`src/rtl/bin_to_bcd_seq_pkg.sv`:
```
// Shared constants for the sequential binary-to-BCD converter:
// FSM state encoding, BCD digit geometry and the add-3 correction threshold.
package bin_to_bcd_seq_pkg;

    // FSM state encoding (plain constants so legacy tools can consume them)
    localparam logic [1:0] ST_IDLE  = 2'd0;
    localparam logic [1:0] ST_SHIFT = 2'd1;
    localparam logic [1:0] ST_DONE  = 2'd2;

    // One packed BCD digit is a nibble
    localparam int BCD_DIGIT_W = 4;

    // Digits at or above this value get +3 before the next shift
    localparam int ADD3_THRESHOLD = 5;

    // 10^n, used to check at elaboration that DIGITS can hold the largest input
    function automatic longint unsigned pow10(input int n);
        longint unsigned p;
        p = 64'd1;
        for (int k = 0; k < n; k++) begin
            p = p * 64'd10;
        end
        return p;
    endfunction

endpackage

```
`src/rtl/bin_to_bcd_seq_if.sv`:
```
// Request/result bundle between a requester and the BCD converter.
// The master issues start/bin, the slave (converter) returns busy/done/bcd/blank.
interface bin_to_bcd_seq_if #(
    parameter int IN_W   = 10,
    parameter int DIGITS = 4
);
    logic                start;
    logic [IN_W-1:0]     bin;
    logic                busy;
    logic                done;
    logic [4*DIGITS-1:0] bcd;
    logic [DIGITS-1:0]   blank;

    modport master (
        output start,
        output bin,
        input  busy,
        input  done,
        input  bcd,
        input  blank
    );

    modport slave (
        input  start,
        input  bin,
        output busy,
        output done,
        output bcd,
        output blank
    );
endinterface

```
`src/rtl/bin_to_bcd_seq_add3.sv`:
```
// Single-digit double-dabble corrector: digits of 5..15 get +3 so that the
// following left shift carries correctly into the next decade.
module bcd_add3
    import bin_to_bcd_seq_pkg::*;
(
    input  logic [BCD_DIGIT_W-1:0] i_digit,
    output logic [BCD_DIGIT_W-1:0] o_digit
);

    localparam logic [BCD_DIGIT_W-1:0] THRESH = BCD_DIGIT_W'(ADD3_THRESHOLD);

    // Purely combinational correction of one digit
    always_comb begin
        if (i_digit >= THRESH) begin
            o_digit = i_digit + 4'd3;
        end else begin
            o_digit = i_digit;
        end
    end

endmodule

```
`src/rtl/bin_to_bcd_seq.sv`:
```
// Sequential shift-and-add-3 converter feeding the 7-segment decoders.
// One bit is shifted per cycle; BCD and the leading-zero blank mask are only
// updated on the edge that raises done, so the display never sees partial data.
module bin_to_bcd_seq
    import bin_to_bcd_seq_pkg::*;
#(
    parameter int IN_W   = 10,
    parameter int DIGITS = 4
) (
    input  logic           i_clock,
    input  logic           i_resetn,
    bin_to_bcd_seq_if.slave bus
);

    localparam int SCR_W = BCD_DIGIT_W * DIGITS;
    localparam int CAT_W = SCR_W + IN_W;
    localparam int CNT_W = (IN_W > 1) ? $clog2(IN_W) : 1;
    localparam logic [CNT_W-1:0]  CNT_LOAD    = CNT_W'(IN_W - 1);
    localparam logic [DIGITS-1:0] BLANK_RESET = ~(DIGITS'(1));

    // The digit count must be able to represent 2^IN_W - 1
    if (pow10(DIGITS) <= ((64'd1 << IN_W) - 64'd1)) begin : g_bad_params
        $error("bin_to_bcd_seq: DIGITS too small for IN_W");
    end

    logic [1:0]        r_state;
    logic [CNT_W-1:0]  r_cnt;
    logic [IN_W-1:0]   r_shift;
    logic [SCR_W-1:0]  r_scratch;
    logic [SCR_W-1:0]  r_bcd;
    logic [DIGITS-1:0] r_blank;
    logic              r_busy;
    logic              r_done;

    logic [SCR_W-1:0]  w_corr;
    logic [CAT_W-1:0]  w_cat_sh;
    logic [SCR_W-1:0]  w_scr_next;
    logic [IN_W-1:0]   w_shift_next;
    logic [DIGITS-1:0] w_blank;

    // One corrector per digit, applied before this cycle's shift
    for (genvar g = 0; g < DIGITS; g++) begin : g_add3
        bcd_add3 u_add3 (
            .i_digit (r_scratch[g*BCD_DIGIT_W +: BCD_DIGIT_W]),
            .o_digit (w_corr[g*BCD_DIGIT_W +: BCD_DIGIT_W])
        );
    end

    assign w_cat_sh     = {w_corr, r_shift} << 1;
    assign w_scr_next   = w_cat_sh[CAT_W-1:IN_W];
    assign w_shift_next = w_cat_sh[IN_W-1:0];

    // Leading-zero mask: blank from the top digit down until a nonzero digit;
    // the units digit is never blanked so zero still shows as "0"
    always_comb begin
        logic v_seen_nz;
        v_seen_nz = 1'b0;
        w_blank   = '0;
        for (int i = DIGITS - 1; i >= 1; i--) begin
            if (w_scr_next[i*BCD_DIGIT_W +: BCD_DIGIT_W] != 4'd0) begin
                v_seen_nz = 1'b1;
            end else begin
                v_seen_nz = v_seen_nz;
            end
            w_blank[i] = ~v_seen_nz;
        end
        w_blank[0] = 1'b0;
    end

    // Conversion FSM, shift datapath and registered result outputs
    always_ff @(posedge i_clock or negedge i_resetn) begin
        if (!i_resetn) begin
            r_state   <= ST_IDLE;
            r_cnt     <= '0;
            r_shift   <= '0;
            r_scratch <= '0;
            r_bcd     <= '0;
            r_blank   <= BLANK_RESET;
            r_busy    <= 1'b0;
            r_done    <= 1'b0;
        end else begin
            case (r_state)
                ST_IDLE: begin
                    r_done <= 1'b0;
                    if (bus.start) begin
                        r_shift   <= bus.bin;
                        r_scratch <= '0;
                        r_cnt     <= CNT_LOAD;
                        r_busy    <= 1'b1;
                        r_state   <= ST_SHIFT;
                    end else begin
                        r_busy    <= 1'b0;
                        r_state   <= ST_IDLE;
                    end
                end
                ST_SHIFT: begin
                    r_scratch <= w_scr_next;
                    r_shift   <= w_shift_next;
                    if (r_cnt == '0) begin
                        r_bcd   <= w_scr_next;
                        r_blank <= w_blank;
                        r_done  <= 1'b1;
                        r_state <= ST_DONE;
                    end else begin
                        r_cnt   <= r_cnt - CNT_W'(1);
                        r_state <= ST_SHIFT;
                    end
                end
                ST_DONE: begin
                    r_done  <= 1'b0;
                    r_busy  <= 1'b0;
                    r_state <= ST_IDLE;
                end
                default: begin
                    r_done  <= 1'b0;
                    r_busy  <= 1'b0;
                    r_state <= ST_IDLE;
                end
            endcase
        end
    end

    assign bus.busy  = r_busy;
    assign bus.done  = r_done;
    assign bus.bcd   = r_bcd;
    assign bus.blank = r_blank;

endmodule

```
`src/flat_wrapper.sv`:
```
// flat-port wrapper written by rule: the top's interface ports become plain ports
module bin_to_bcd_seq_flat import bin_to_bcd_seq_pkg::*;
#(
    parameter int IN_W   = 10,
    parameter int DIGITS = 4
)
  (i_clock, i_resetn, bus_start, bus_bin, bus_busy, bus_done, bus_bcd, bus_blank);
  bin_to_bcd_seq_if #(.IN_W(IN_W), .DIGITS(DIGITS)) bus_i ();
  input  logic i_clock;
  input  logic i_resetn;
  input wire logic [$bits(bus_i.start)-1:0] bus_start;
  input wire logic [$bits(bus_i.bin)-1:0] bus_bin;
  output wire logic [$bits(bus_i.busy)-1:0] bus_busy;
  output wire logic [$bits(bus_i.done)-1:0] bus_done;
  output wire logic [$bits(bus_i.bcd)-1:0] bus_bcd;
  output wire logic [$bits(bus_i.blank)-1:0] bus_blank;
  assign bus_i.start = bus_start;
  assign bus_i.bin = bus_bin;
  assign bus_busy = bus_i.busy;
  assign bus_done = bus_i.done;
  assign bus_bcd = bus_i.bcd;
  assign bus_blank = bus_i.blank;
  bin_to_bcd_seq #(.IN_W(IN_W), .DIGITS(DIGITS)) u_core (.i_clock(i_clock), .i_resetn(i_resetn), .bus(bus_i));
endmodule
```
`config.mk`:
```
export PLATFORM = sky130hd
export DESIGN_NAME = bin_to_bcd_seq_flat
export DESIGN_NICKNAME = d
export VERILOG_FILES = /design/src/rtl/bin_to_bcd_seq_pkg.sv /design/src/rtl/bin_to_bcd_seq_if.sv /design/src/rtl/bin_to_bcd_seq_add3.sv /design/src/rtl/bin_to_bcd_seq.sv /design/src/flat_wrapper.sv
export SDC_FILE = /design/constraint.sdc
export NUM_CORES = 1
export LEC_CHECK = 0
export CORE_MARGIN = 2
export CORE_UTILIZATION = 45
export DETAILED_ROUTE_END_ITERATION = 6
export PLACE_DENSITY = 0.68
export SLEW_MARGIN = 20
export SYNTH_ARGS = -nofsm -noshare
export SYNTH_HDL_FRONTEND = slang
export SYNTH_SLANG_ARGS = --single-unit
```
`constraint.sdc`:
```
create_clock -name i_clock -period 4.64 [get_ports i_clock]
set_input_delay 0.928 -clock i_clock [delete_from_list [all_inputs] [get_ports i_clock]]
set_output_delay 0.928 -clock i_clock [all_outputs]
set_load 0.02 [all_outputs]
```
run_1/density.png
(3 px per µm) The die is cut into 8 by 8 equal tiles; white is low, dark blue is high, 0 to 100% covered.
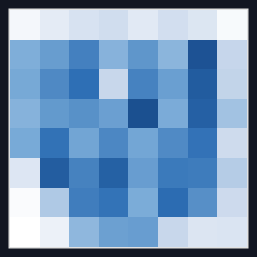
11% of the tiles are over 75% full. The fullest tile reaches 87%. 1.6% of the tiles are nearly empty. The emptiest ninth of the die: south-west. The mean over all tiles is 47%.
starting utilization of the core area: 46.3%
area inside the core boundary: 0.00547 mm²
Util after Layout: 54.8%

run_1/pdn.png
(6 px per µm) Pins as bars on the die edge.
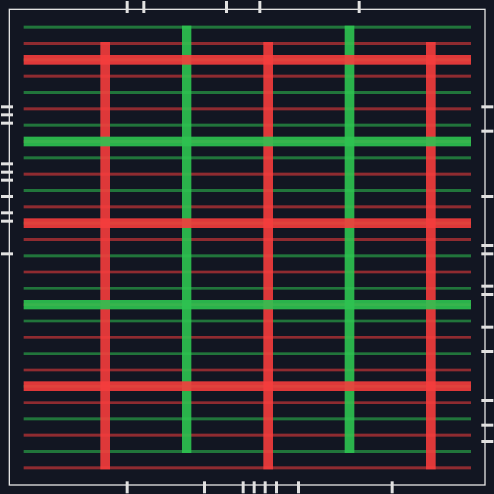
Key: VDD = green; VSS = red
28 met1 rails follow the rows. 5 straps on met5. 35 signal pins sit on the boundary. The core has 27 rows.
height of the die: 79.0 µm
die x size: 79.0 µm
IR drop worst, VDD: 0.332 mV

run_1/final_congestion.png
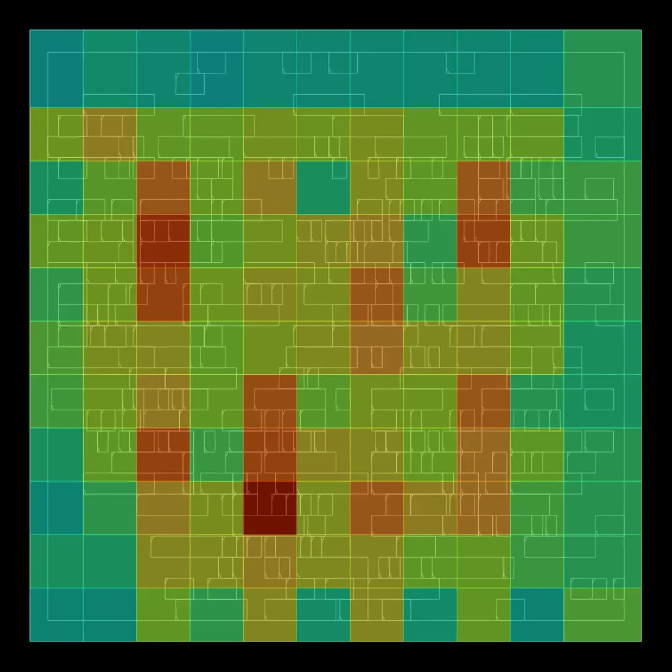
global-route track usage on met2: 28.1%
wire per inst: 13.0 µm
global routing usage on met1: 21.7%
met3 layer usage reported by global route: 3.52%
global-route usage over all layers: 16.9%

run_1/metal_stack.png
(8 px per µm) Only two layers are drawn.
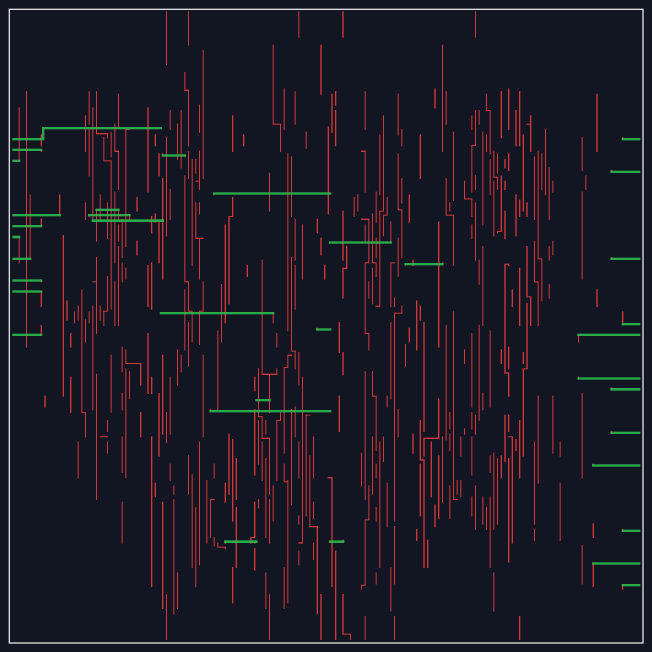
Key: met2 = red [wire length 2230 µm]; met3 = green [wire length 179 µm]
wirelength, routed: 4.73 mm
routed via count: 1895

==> run 1: registers in the layout, indices dropped and copies added, names as in the netlist <==
name / cells
u_core.bus.busy: 1
u_core.r_cnt: 4
u_core.bus.bcd: 16
u_core.bus.done: 1
u_core.r_shift: 10
u_core.r_scratch: 16
u_core.r_state: 2
u_core.bus.blank: 3
==> run 1: final cells by class <==
type                            instances  area [µm²]
Inverter                               13        50.0
Clock buffer                            6        72.6
Sequential cell                        53        1330
Timing Repair Buffer                   35         340
Clock inverter                          2        10.0
Fill cell                             511        2470
Tap cell                               72        90.1
Multi-Input combinational cell        184        1110
==> run 1: how the worst max path moves through the flow <==
| stage | from | endpoint |
|---|---|---|
| final | u_core.r_cnt[0] | u_core.bus.blank[1] |
| after global routing | u_core.r_cnt[0] | u_core.bus.blank[1] |
| after CTS | u_core.r_cnt[0] | u_core.bus.blank[1] |
| after detailed placement | u_core.r_cnt[0] | u_core.bus.blank[1] |
| after global placement | bus_start | u_core.r_cnt[0] |
| after floorplan | u_core.r_scratch[12] | u_core.bus.blank[1] |
==> run 1: logic make-up (layout without fill, tap and decap cells) <==
group / Yosys count / count (layout) / synth area share (%)
mux: 5 / 5 / 2.02
other cells: 1 / 1 / 0.148
buf+inv: 24 / 56 / 3.85
simple gates: 91 / 91 / 17.1
flops: 53 / 53 / 52.5
compound gates: 71 / 71 / 17.4
xor+xnor: 6 / 6 / 2.07
fa+ha+maj: 10 / 10 / 4.94
==> run 1: cell usage in the layout (no fill, tap or decap), drive strengths merged, types with 2 or more instances in the layout <==
cell type,Yosys,layout
or3b,2,2
nand3,2,2
nand2,54,54
nor2b,2,2
dfstp,3,3
a22o,5,5
ha,10,10
mux2i,4,4
o21ai,40,40
clkdlybuf4s50,0,32
nand2b,7,7
inv,12,12
nor3,4,4
clkbuf,7,6
clkinv,1,3
buf,4,3
a21oi,11,11
xnor2,5,5
a22oi,9,9
a21o,2,2
nor3b,6,6
dfrtp,50,50
nor2,9,9
==> run 1: critical path, delay by kind of cell (launching register included) <==
family,cells,cell delay [ns]
AOI/OAI and AO/OA,2,0.53
adders and majority gates,1,0.16
buffers and inverters,2,0.42
DFF,1,0.42
and+or+nand+nor,3,0.96
==> run 1: routing by layer <==
layer | up-vias | wire (µm) | global-route usage [%]
li1 | 949 | - | -
met1 | 897 | 2230 | 21.7
met2 | 40 | 2230 | 28.1
met3 | 9 | 178 | 3.52
met4 | 0 | 84 | 6.38
met5 | - | 0 | 0
==> run 1: power groups by stage <==
stage	Combinational (mW)	Sequential [mW]	Clock, mW
floorplan	0.556	0.868	0
global placement	0.904	0.816	0
detailed placement	0.920	0.816	0
CTS	0.922	0.807	0.266
global route	1.02	0.837	0.285
finish	0.909	0.806	0.256
==> run 1: stage by stage <==
stage	util [%]	setup WS, ns	area (µm²)	total power, mW
after global placement	53.3	2.12	2920	1.72
after CTS	54.8	2.01	3000	2.00
final	54.8	2.09	3000	1.97
after global routing	54.8	1.80	3000	2.15
after floorplan	-	2.84	2530	1.42
after detailed placement	53.3	2.05	2920	1.74
==> highlights.md, run 1 <==
- **R2R depth** 8
- **worst flop-to-flop path endpoint** u_core.bus.blank[1]
- **total half-perimeter wirelength after legalization and detailed placement** 3.22 mm
- **Layout Cells excl Fill** 365
- **number of max-slew violations in the final report** 0
- **Worst setup SP type** flip-flop
- **ordered list of cells on the worst path** inv_1 -> ha_1 -> nor3b_2 -> nand2_1 -> clkinv_2 -> nand4b_1 -> a2111oi_4 -> a32o_2
- **mean area per synthesized cell** 9.71 µm²
- **Lkg Pwr** 1.32 nW
- **chip area in the Yosys report** 0.00253 mm²
- **prevailing post-synth register cell** sky130_fd_sc_hd__dfrtp_1
- **number of input and output port buffers inserted** 33
- **number of global-route vias before repair** 1915
- **worst hold slack** 0.478 ns
- **reg-to-reg setup timing slack** 2.09 ns
- **number of buffers created by CTS** 5
- **initial antenna violation count** 0
- **first-pass iteration count of the detailed router** 4
- **first-pass GRT wire length** 8.39 mm
- **number of sinks on the clock net** 53
- **Longest Clk Path Bufs** 2
- **final count of negative-setup-slack endpoints** 0
- **proportion of synthesized flip-flops having asynchronous set or reset** 100%
- **global-route congestion overflow total** 0
- **Int Pwr** 1.16 mW
- **max-capacitance violation count** 0
- **maximum achievable frequency** 392 MHz
- **CTS tree** built
- **sequential fraction of the synthesis area** 52.5%
- **most popular library cell in the synthesized design by count** sky130_fd_sc_hd__nand2_1
- **setup repair after global routing missed its margin** no
- **cell type of the slowest stage on the worst timing path** sky130_fd_sc_hd__nand2_1
- **cell area after synthesis** 0.00253 mm²
- **detailed-route vias per instance** 5.19
- **slew margin rel.** 41.0%
- **sink of the worst hold path** u_core.bus.bcd[6]
- **worst setup path class** reg -> reg
- **Commonest cells post-synth** sky130_fd_sc_hd__nand2_1 (54), sky130_fd_sc_hd__dfrtp_1 (50), sky130_fd_sc_hd__o21ai_0 (39)
- **Worst-Margin Slew** 0.882 ns
- **DP Cell Count** 357
- **Power per Cell Area** 657 mW/mm²
- **final-stage net count** 315
- **Largest type area fraction** 49.4%
- **portion of total power attributed to the clock network** 13.0%
- **Layout Skew** 0.00480 ns
- **fraction of power consumed by sequential logic** 40.9%
- **clock latency reported for the late side of the worst-skew pair** 0.31 ns
- **weighted congestion at the end of routability-driven global placement** 0.773
- **H-tree levels** 2
- **Hold Path Depth** 2
- **biggest area cells** sky130_fd_sc_hd__dfrtp_1 (49%), sky130_fd_sc_hd__nand2_1 (8.0%), sky130_fd_sc_hd__o21ai_0 (7.7%), sky130_fd_sc_hd__ha_1 (4.9%), sky130_fd_sc_hd__dfstp_2 (3.1%)
- **Total Neg Setup Slack** 0 ns
- **I/O pin count** 35
- **outcome** finished, final reports clean
- **instance count of the mapped netlist** 261
- **number of cell instances after yosys synthesis** 261
- **total setup buffers inserted after CTS** 0
- **EDFF count, synth** 0
- **ANT nets after route** 0
- **count of unique library cells instantiated by Yosys** 39
- **Initial DRC Count** 122
- **Tmin final** 2.55 ns
- **cells resized by post-CTS repair** 0
- **number of diodes added for antenna fixing** 0
- **cell taking the most area after synthesis** sky130_fd_sc_hd__dfrtp_1
- **largest net degree at the start of global routing** 54
- **crit path max fanout** 29
- **fraction of the cycle the final worst path needs** 55.0%
- **number of storage elements in the synthesis netlist** 53
- **Clock Tree Root** sky130_fd_sc_hd__clkbuf_8
- **kind of end point of the critical path** flip-flop
- **net count after synthesis** 284
- **Sw Pwr** 0.809 mW
- **final count of hold timing violations** 0
- **Post-route DRC** 0
- **Area growth, synth to finish** 18.4%
- **worst min-delay path category** reg -> reg
- **total die area** 0.00625 mm²
- **Worst EP required** 4.89 ns
- **tool warning count** 31
- **standard-cell rows** 27
- **share of total power consumed by net switching** 41.1%
- **Post-CTS Hold Fix Bufs** 0
- **delay of the slowest cell on the worst path** 0.55 ns
- **fraction of final layout cells sized beyond drive strength 1** 8.53%
- **startpoint of the tightest hold check path** u_core.bus.bcd[6]
- **clock transition time at the flip-flop clock pins of the worst setup and hold paths** 0.09 ns
- **share of total power in combinational logic** 46.1%
- **tally of yosys warning messages** 0
- **r2r startpoint** u_core.r_cnt[0]
- **data arrival time at the worst-slack endpoint** 2.80 ns
==> run 2: changes to the inputs <==
- PLACE_DENSITY: 0.68 -> 0.7
- clock period: 4.64 -> 2.2 ns (I/O delays scaled with it)
==> run 2 against run 1 <==
- critical path depth fell by 1
- combinational power rose by 120%
- synthesized cell count did not move
- routed wire length rose by 4.9%
- sequential cell count did not move
- non-clock buffer count rose by 6
- global-route usage fell by 0.082 points
- worst setup slack got worse by 1.9 ns
- maximum frequency rose by 29%
- utilization rose by 1.1 points
- area after synthesis did not move
- clock power rose by 120%
- critical endpoint unchanged
==> highlights.md, run 2 <==
- **first-pass iteration count of the detailed router** 4, unchanged
- **max-capacitance violation count** 0, unchanged
- **Post-route DRC** 0, unchanged
- **crit path max fanout** 5, -83%
- **final-stage net count** 321, +1.9%
- **number of input and output port buffers inserted** 33, unchanged
- **cell type of the slowest stage on the worst timing path** sky130_fd_sc_hd__dfrtp_1
- **Filler cells** 517, +1.2%
- **kind of end point of the critical path** flip-flop
- **Power per Cell Area** 1390 mW/mm², +110%
- **starting utilization of the core area** 46.3%, unchanged
- **largest net degree at the start of global routing** 54, unchanged
- **Clock Tree Root** sky130_fd_sc_hd__clkbuf_8
- **wirelength, routed** 4.96 mm, +4.9%
- **number of storage elements in the synthesis netlist** 53, unchanged
- **setup repair after global routing missed its margin** no
- **Post-CTS Hold Fix Bufs** 0, unchanged
- **cell taking the most area after synthesis** sky130_fd_sc_hd__dfrtp_1
- **global-route usage over all layers** 16.8%, -0.082 points
- **number of cell instances after yosys synthesis** 261, unchanged
- **cells resized by post-CTS repair** 0, unchanged
- **number of max-slew violations in the final report** 0, unchanged
- **global-route congestion overflow total** 0, unchanged
- **EDFF count, synth** 0, unchanged
- **ANT nets after route** 0, unchanged
- **cell area after synthesis** 0.00253 mm², unchanged
- **sequential fraction of the synthesis area** 52.5%, unchanged
- **fraction of the cycle the final worst path needs** 90.1%, +35 points
- **biggest area cells** sky130_fd_sc_hd__dfrtp_1 (49%), sky130_fd_sc_hd__nand2_1 (8.0%), sky130_fd_sc_hd__o21ai_0 (7.7%), sky130_fd_sc_hd__ha_1 (4.9%), sky130_fd_sc_hd__dfstp_2 (3.1%)
- **most frequent logic cell in the layout** sky130_fd_sc_hd__nand2_1
- **routed via count** 1963, +3.6%
- **total half-perimeter wirelength after legalization and detailed placement** 3.49 mm, +8.6%
- **Worst setup SP type** flip-flop
- **Longest Clk Path Bufs** 2, unchanged
- **area inside the core boundary** 0.00547 mm², unchanged
- **Lkg Pwr** 1.35 nW, +2.6%
- **power after layout** 4.26 mW, +120%
- **total die area** 0.00625 mm², unchanged
- **number of diodes added for antenna fixing** 0, unchanged
- **Layout Skew** 0.00462 ns, -0.000179 ns
- **ordered list of cells on the worst path** inv_1 -> ha_1 -> nand2b_1 -> a21oi_2 -> nand3_1 -> a2111oi_4 -> a32o_2
- **fraction of final layout cells sized beyond drive strength 1** 10.1%, +1.5 points
- **Commonest cells post-synth** sky130_fd_sc_hd__nand2_1 (54), sky130_fd_sc_hd__dfrtp_1 (50), sky130_fd_sc_hd__o21ai_0 (39)
- **clock transition time at the flip-flop clock pins of the worst setup and hold paths** 0.09 ns, about the same
- **chip area in the Yosys report** 0.00253 mm², unchanged
- **standard-cell rows** 27, unchanged
- **height of the die** 79.0 µm, unchanged
- **prevailing post-synth register cell** sky130_fd_sc_hd__dfrtp_1
- **worst min-delay path category** in -> async
- **tool warning count** 31, unchanged
- **mean area per synthesized cell** 9.71 µm², unchanged
- **most frequent cells in the layout** sky130_fd_sc_hd__nand2_1 (54), sky130_fd_sc_hd__dfrtp_1 (50), sky130_fd_sc_hd__o21ai_0 (39)
- **Initial DRC Count** 84, -31%
- **Area growth, synth to finish** 20.8%
- **Tmin final** 1.98 ns, -0.570 ns
- **Total Neg Setup Slack** 0 ns, unchanged
- **number of sinks on the clock net** 53, unchanged
- **final count of hold timing violations** 0, unchanged
- **number of global-route vias before repair** 1821, -4.9%
- **instance count of the mapped netlist** 261, unchanged
- **detailed-route vias per instance** 5.31, +2.2%
- **number of buffers created by CTS** 5, unchanged
- **net count after synthesis** 284, unchanged
- **Worst EP required** 2.45 ns, -2.44 ns
- **area of the multi-input gates** 0.00111 mm², unchanged
- **maximum achievable frequency** 504 MHz, +29%
- **Largest type area fraction** 49.4%, unchanged
- **count of unique library cells instantiated by Yosys** 39, unchanged
- **register area** 0.00133 mm², unchanged
- **delay of the slowest cell on the worst path** 0.41 ns, -0.14 ns
- **clock latency reported for the late side of the worst-skew pair** 0.30 ns, about the same
- **total setup buffers inserted after CTS** 0, unchanged
- **H-tree levels** 2, unchanged
- **final count of negative-setup-slack endpoints** 0, unchanged
- **die x size** 79.0 µm, unchanged
- **outcome** finished, final reports clean
- **tally of yosys warning messages** 0, unchanged
- **weighted congestion at the end of routability-driven global placement** 0.810, +4.7%
- **data arrival time at the worst-slack endpoint** 2.23 ns, -0.57 ns
- **proportion of synthesized flip-flops having asynchronous set or reset** 100%, unchanged
- **CTS tree** built
- **I/O pin count** 35, unchanged
- **worst setup path class** reg -> reg
- **most popular library cell in the synthesized design by count** sky130_fd_sc_hd__nand2_1
- **first-pass GRT wire length** 8.34 mm, -0.66%
- **initial antenna violation count** 0, unchanged
-- run 2: cell counts after synthesis --
Identical to the previous run, type by type.
-- run 2: metal layers --
layer	vias to the layer above	track usage, %	wire (µm)
met5	-	0	0
met3	8	3.41	178
met2	45	29.1	2450
met4	0	4.14	58
met1	950	21.6	2270
li1	960	-	-
-- run 2: cell families (layout without fill, tap and decap cells) --
| group | count (synthesis) | after routing | synth area share, % |
|---|---|---|---|
| other | 1 | 1 | 0.148 |
| flip-flops | 53 | 53 | 52.5 |
| AND-OR/OR-AND | 71 | 71 | 17.4 |
| multiplexers | 5 | 5 | 2.02 |
| XOR/XNOR | 6 | 6 | 2.07 |
| AND/OR/NAND/NOR | 91 | 91 | 17.1 |
| adder cells (fa/ha/maj) | 10 | 10 | 4.94 |
| buffers and inverters | 24 | 61 | 3.85 |
-- run 2: worst paths after layout --
check | startpoint | endpoint | slack, ns | cells after the start
worst max-delay path | u_core.r_scratch[12] | u_core.bus.blank[1] | 0.22 | 7
worst min-delay path | i_resetn | u_core.bus.bcd[5] | 0.11 | 2
worst max register to register | u_core.r_scratch[12] | u_core.bus.blank[1] | 0.22 | 7
worst min register to register | u_core.bus.bcd[6] | u_core.bus.bcd[6] | 0.48 | 2
max in group asynchronous | i_resetn | u_core.bus.blank[3] | 1.81 | 2
min in group i_clock | u_core.bus.bcd[6] | u_core.bus.bcd[6] | 0.48 | 2
-- run 2: area by class of cell --
class	instances	area share [%]
inverters	13	1.64
well taps	72	2.94
flip-flops and latches	53	43.5
repair buffers	41	13.0
multi-input cells	184	36.1
clock buffers	7	2.82
-- run 2: where the power goes --
part	switching (mW)	internal (mW)	total, mW
combinational	1.15	0.890	2.04
sequential	0.286	1.38	1.67
clock	0.301	0.251	0.552
-- run 2: stage by stage --
step	setup slack [ns]	instance area [µm²]	cells	hold slack (ns)	util, %
6_report	0.217	3060	370	0.110	55.9
5_1_grt	0.0690	3060	370	0.142	55.9
4_1_cts	0.194	3060	370	0.128	55.9
3_5_place_dp	0.226	2970	363	0.457	54.3
3_3_place_gp	0.350	2970	363	0.457	54.3
2_1_floorplan	0.397	2530	261	0.144	-
-- run 2: critical path, delay by kind of cell, from the launching register on --
kind | cells | cell delay [ns]
AOI/OAI and AO/OA | 3 | 0.83
DFF | 1 | 0.41
and+or+nand+nor | 2 | 0.31
adders and majority gates | 1 | 0.25
buffers and inverters | 1 | 0.14
run_2/final_congestion.png
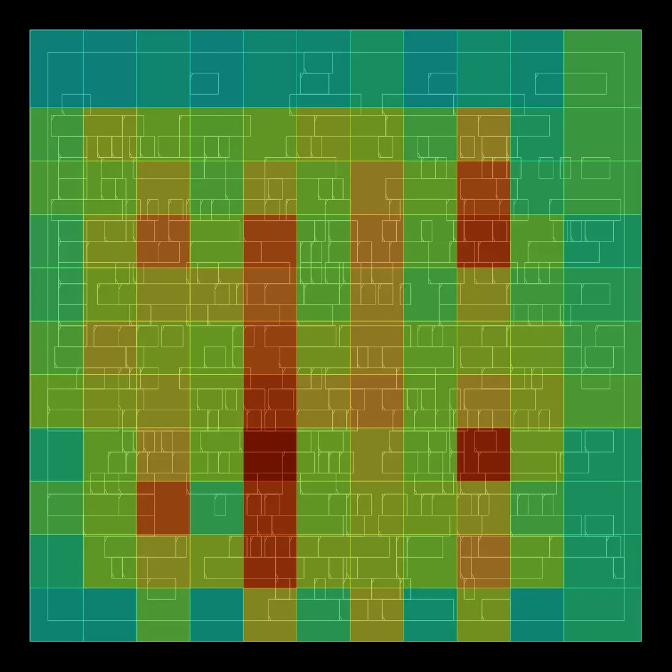
met3 layer usage reported by global route: 3.41%
wire per inst: 13.4 µm
Util after Layout: 55.9%

run_2/pdn.png
(6 px per µm) Pins as bars on the die edge.
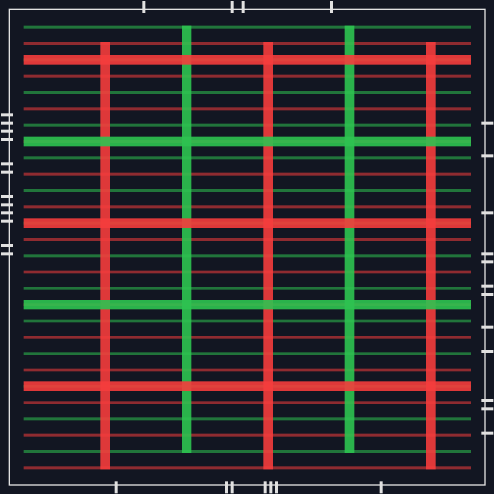
IR drop worst, VDD: 0.687 mV

==> run 3: changes to the inputs <==
- CORE_ASPECT_RATIO: not set -> 1.5
==> run 3 against run 2 <==
- via count decreased by 1.2%
- final area grew 0.41%
- worst setup slack gained 0.061 ns
- maximum frequency is 3.2% higher
- sequential power is essentially flat
- first-iteration DRC count fell by 13%
- area after synthesis did not move
- total power rose by 0.52%
==> highlights.md, run 3 <==
- **outcome** finished, final reports clean
- **tool warning count** 31, unchanged
- **proportion of synthesized flip-flops having asynchronous set or reset** 100%, unchanged
- **global-route congestion overflow total** 0, unchanged
- **post-synthesis share of cell area spent on and-or and or-and gates** 17.4%, unchanged
- **chip area in the Yosys report** 0.00253 mm², unchanged
- **main logic family after synthesis** AND-OR/OR-AND gates
- **Initial DRC Count** 73, -13%
- **number of max-slew violations in the final report** 0, unchanged
- **most frequent cells in the layout** sky130_fd_sc_hd__nand2_1 (54), sky130_fd_sc_hd__dfrtp_1 (50), sky130_fd_sc_hd__o21ai_0 (39)
- **cell type of the slowest stage on the worst timing path** sky130_fd_sc_hd__dfrtp_1
- **power after layout** 4.28 mW, +0.52%
- **adder-cell area share of the yosys netlist** 4.94%, unchanged
- **clock transition time at the flip-flop clock pins of the worst setup and hold paths** 0.11 ns, +0.02 ns
- **Clock Tree Root** sky130_fd_sc_hd__clkbuf_8
- **number of sinks on the clock net** 53, unchanged
- **max-capacitance violation count** 0, unchanged
- **starting utilization of the core area** 46.5%, +0.19 points
- **worst min-delay path category** in -> async
- **area fraction in mux cells** 2.02%, unchanged
- **Layout Cells excl Fill** 370, unchanged
- **weighted congestion at the end of routability-driven global placement** 0.763, -5.7%
- **data arrival time at the worst-slack endpoint** 2.18 ns, -0.05 ns
- **cell area after synthesis** 0.00253 mm², unchanged
- **fraction of the cycle the final worst path needs** 87.4%, -2.8 points
- **largest net degree at the start of global routing** 54, unchanged
- **initial antenna violation count** 0, unchanged
- **first-pass GRT wire length** 8.72 mm, +4.6%
- **Post-CTS Hold Fix Bufs** 0, unchanged
- **reg-to-reg setup timing slack** 0.28 ns, +0.06 ns
- **detailed-route vias per instance** 5.24, -1.2%
- **mean area per synthesized cell** 9.71 µm², unchanged
- **first-pass iteration count of the detailed router** 4, unchanged
- **Worst EP required** 2.46 ns, about the same
- **Commonest cells post-synth** sky130_fd_sc_hd__nand2_1 (54), sky130_fd_sc_hd__dfrtp_1 (50), sky130_fd_sc_hd__o21ai_0 (39)
- **EDFF count, synth** 0, unchanged
- **area of the multi-input gates** 0.00111 mm², unchanged
- **xor and xnor fraction of the mapped netlist area** 2.07%, unchanged
- **Tmin final** 1.92 ns, -0.0610 ns
- **number of input and output port buffers inserted** 33, unchanged
- **instance count of the mapped netlist** 261, unchanged
- **Area growth, synth to finish** 21.3%
- **r2r startpoint** u_core.r_scratch[12]
- **Longest Clk Path Bufs** 2, unchanged
- **Filler cells** 523, +1.2%
- **number of buffers created by CTS** 5, unchanged
- **CTS tree** built
- **DP Cell Count** 362, -0.28%
- **number of diodes added for antenna fixing** 0, unchanged
- **worst flop-to-flop path endpoint** u_core.bus.blank[1]
- **area fraction in and, or, nand and nor cells after synthesis** 17.1%, unchanged
- **global-route usage over all layers** 18.0%, +1.2 points
- **total setup buffers inserted after CTS** 0, unchanged
- **biggest area cells** sky130_fd_sc_hd__dfrtp_1 (49%), sky130_fd_sc_hd__nand2_1 (8.0%), sky130_fd_sc_hd__o21ai_0 (7.7%), sky130_fd_sc_hd__ha_1 (4.9%), sky130_fd_sc_hd__dfstp_2 (3.1%)
- **ordered list of cells on the worst path** inv_1 -> ha_1 -> nand2b_1 -> a21oi_2 -> or3_4 -> a2111oi_4 -> a32o_2
- **wire per inst** 13.4 µm, -0.42%
- **H-tree levels** 2, unchanged
- **delay of the slowest cell on the worst path** 0.38 ns, -0.03 ns
- **Total Neg Setup Slack** 0 ns, unchanged
- **Worst setup SP type** flip-flop
- **kind of end point of the critical path** flip-flop
- **tally of yosys warning messages** 0, unchanged
- **most frequent logic cell in the layout** sky130_fd_sc_hd__nand2_1
- **setup repair after global routing missed its margin** no
- **total half-perimeter wirelength after legalization and detailed placement** 3.57 mm, +2.3%
- **net count after synthesis** 284, unchanged
- **number of global-route vias before repair** 1894, +4.0%
- **Power per Cell Area** 1390 mW/mm², +0.11%
- **most popular library cell in the synthesized design by count** sky130_fd_sc_hd__nand2_1
- **count of unique library cells instantiated by Yosys** 39, unchanged
- **final-stage net count** 322, +0.31%
- **fraction of final layout cells sized beyond drive strength 1** 11.0%, +0.93 points
- **maximum achievable frequency** 520 MHz, +3.2%
- **final count of negative-setup-slack endpoints** 0, unchanged
- **I/O pin count** 35, unchanged
- **R2R depth** 7, unchanged
- **cells resized by post-CTS repair** 0, unchanged
- **number of cell instances after yosys synthesis** 261, unchanged
- **routed via count** 1940, -1.2%
- **total die area** 0.00626 mm², +0.20%
- **prevailing post-synth register cell** sky130_fd_sc_hd__dfrtp_1
- **sequential fraction of the synthesis area** 52.5%, unchanged
- **ANT nets after route** 0, unchanged
- **Post-route DRC** 0, unchanged
- **wirelength, routed** 4.94 mm, -0.42%
- **register area** 0.00133 mm², unchanged
- **number of storage elements in the synthesis netlist** 53, unchanged
- **final count of hold timing violations** 0, unchanged
- **cell taking the most area after synthesis** sky130_fd_sc_hd__dfrtp_1
- **Largest type area fraction** 49.4%, unchanged
- **Lkg Pwr** 1.36 nW, +0.40%
- **standard-cell rows** 33, +22%
- **crit path max fanout** 5, unchanged
- **worst setup path class** reg -> reg
## run 3: cells by family (layout without fill, tap and decap cells)
group	after synthesis	count (layout)
compound gates	71	71
xor+xnor	6	6
fa+ha+maj	10	10
buf+inv	24	63
flops	53	53
mux	5	5
other cells	1	1
simple gates	91	91
## run 3: worst max-delay path, delay by kind of cell (launching register included)
family	cells	cell delay, ns
compound gates	3	0.67
fa+ha+maj	1	0.25
flops	1	0.38
buf+inv	1	0.09
simple gates	2	0.47
## run 3: worst max path at each step
stage / start / end / cells past startpoint
6_report: u_core.r_scratch[12] / u_core.bus.blank[1] / 7
5_1_grt: u_core.r_cnt[0] / u_core.bus.blank[1] / 8
4_1_cts: u_core.r_scratch[8] / u_core.bus.blank[1] / 7
3_5_place_dp: u_core.r_scratch[8] / u_core.bus.blank[1] / 7
3_3_place_gp: u_core.r_scratch[12] / u_core.bus.blank[1] / 7
2_1_floorplan: u_core.r_scratch[12] / u_core.bus.blank[1] / 7
## run 3: area by class of cell
type / count / share of cell area, %
Sequential cell: 53 / 43.3
Tap cell: 70 / 2.85
Timing Repair Buffer: 42 / 13.2
Clock buffer: 5 / 2.24
Multi-Input combinational cell: 184 / 36.0
Inverter: 13 / 1.63
Clock inverter: 3 / 0.814
## run 3: stage by stage
step	setup WS, ns	util [%]	area, µm²	hold slack, ns
4_1_cts	0.262	56.4	3070	0.111
3_5_place_dp	0.281	54.7	2980	0.458
5_1_grt	0.103	56.4	3070	0.109
2_1_floorplan	0.397	-	2530	0.144
6_report	0.278	56.4	3070	0.0961
3_3_place_gp	0.351	54.7	2980	0.459
## run 3: layer usage
layer	GRT usage, %	vias up	share of wire, %
met1	21.7	932	41
li1	-	962	-
met3	3.16	7	3.1
met4	5.73	0	1.4
met2	32.2	39	54
met5	0	-	0
## run 3: power breakdown
part           total (mW)  switching, mW  internal (mW)
Combinational        2.03           1.13          0.905
Clock               0.573          0.342          0.230
Sequential           1.68          0.294           1.38
Total                4.28           1.76           2.52
run_3/pdn.png
(4 px per µm) Pins as bars on the die edge.
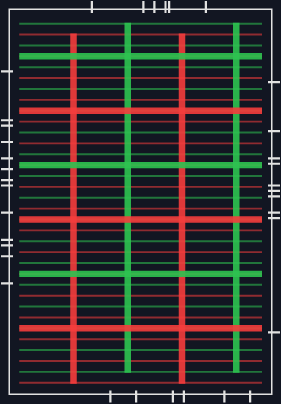
Key: VDD = green; VSS = red
The core has 33 rows. 34 met1 rails follow the rows.
height of the die: 95.9 µm
die x size: 65.3 µm
area inside the core boundary: 0.00545 mm²
IR drop worst, VDD: 0.620 mV

run_3/clock_map.png
(6 px per µm)
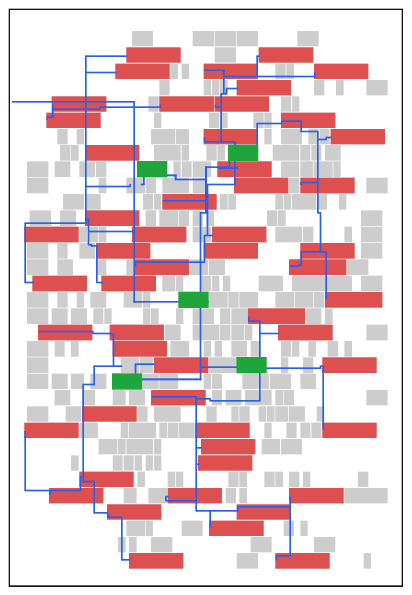
Key: flip-flops = red [count 53]; clock wires = blue [length 628 µm]; cells driving clock nets = green [count 5]
There are 6 routed clock nets.
clock network power: 0.573 mW
clock latency reported for the late side of the worst-skew pair: 0.32 ns
Layout Skew: 0.0178 ns
portion of total power attributed to the clock network: 13.4%

No activity file was given, so power comes from the tool's default toggle rates.
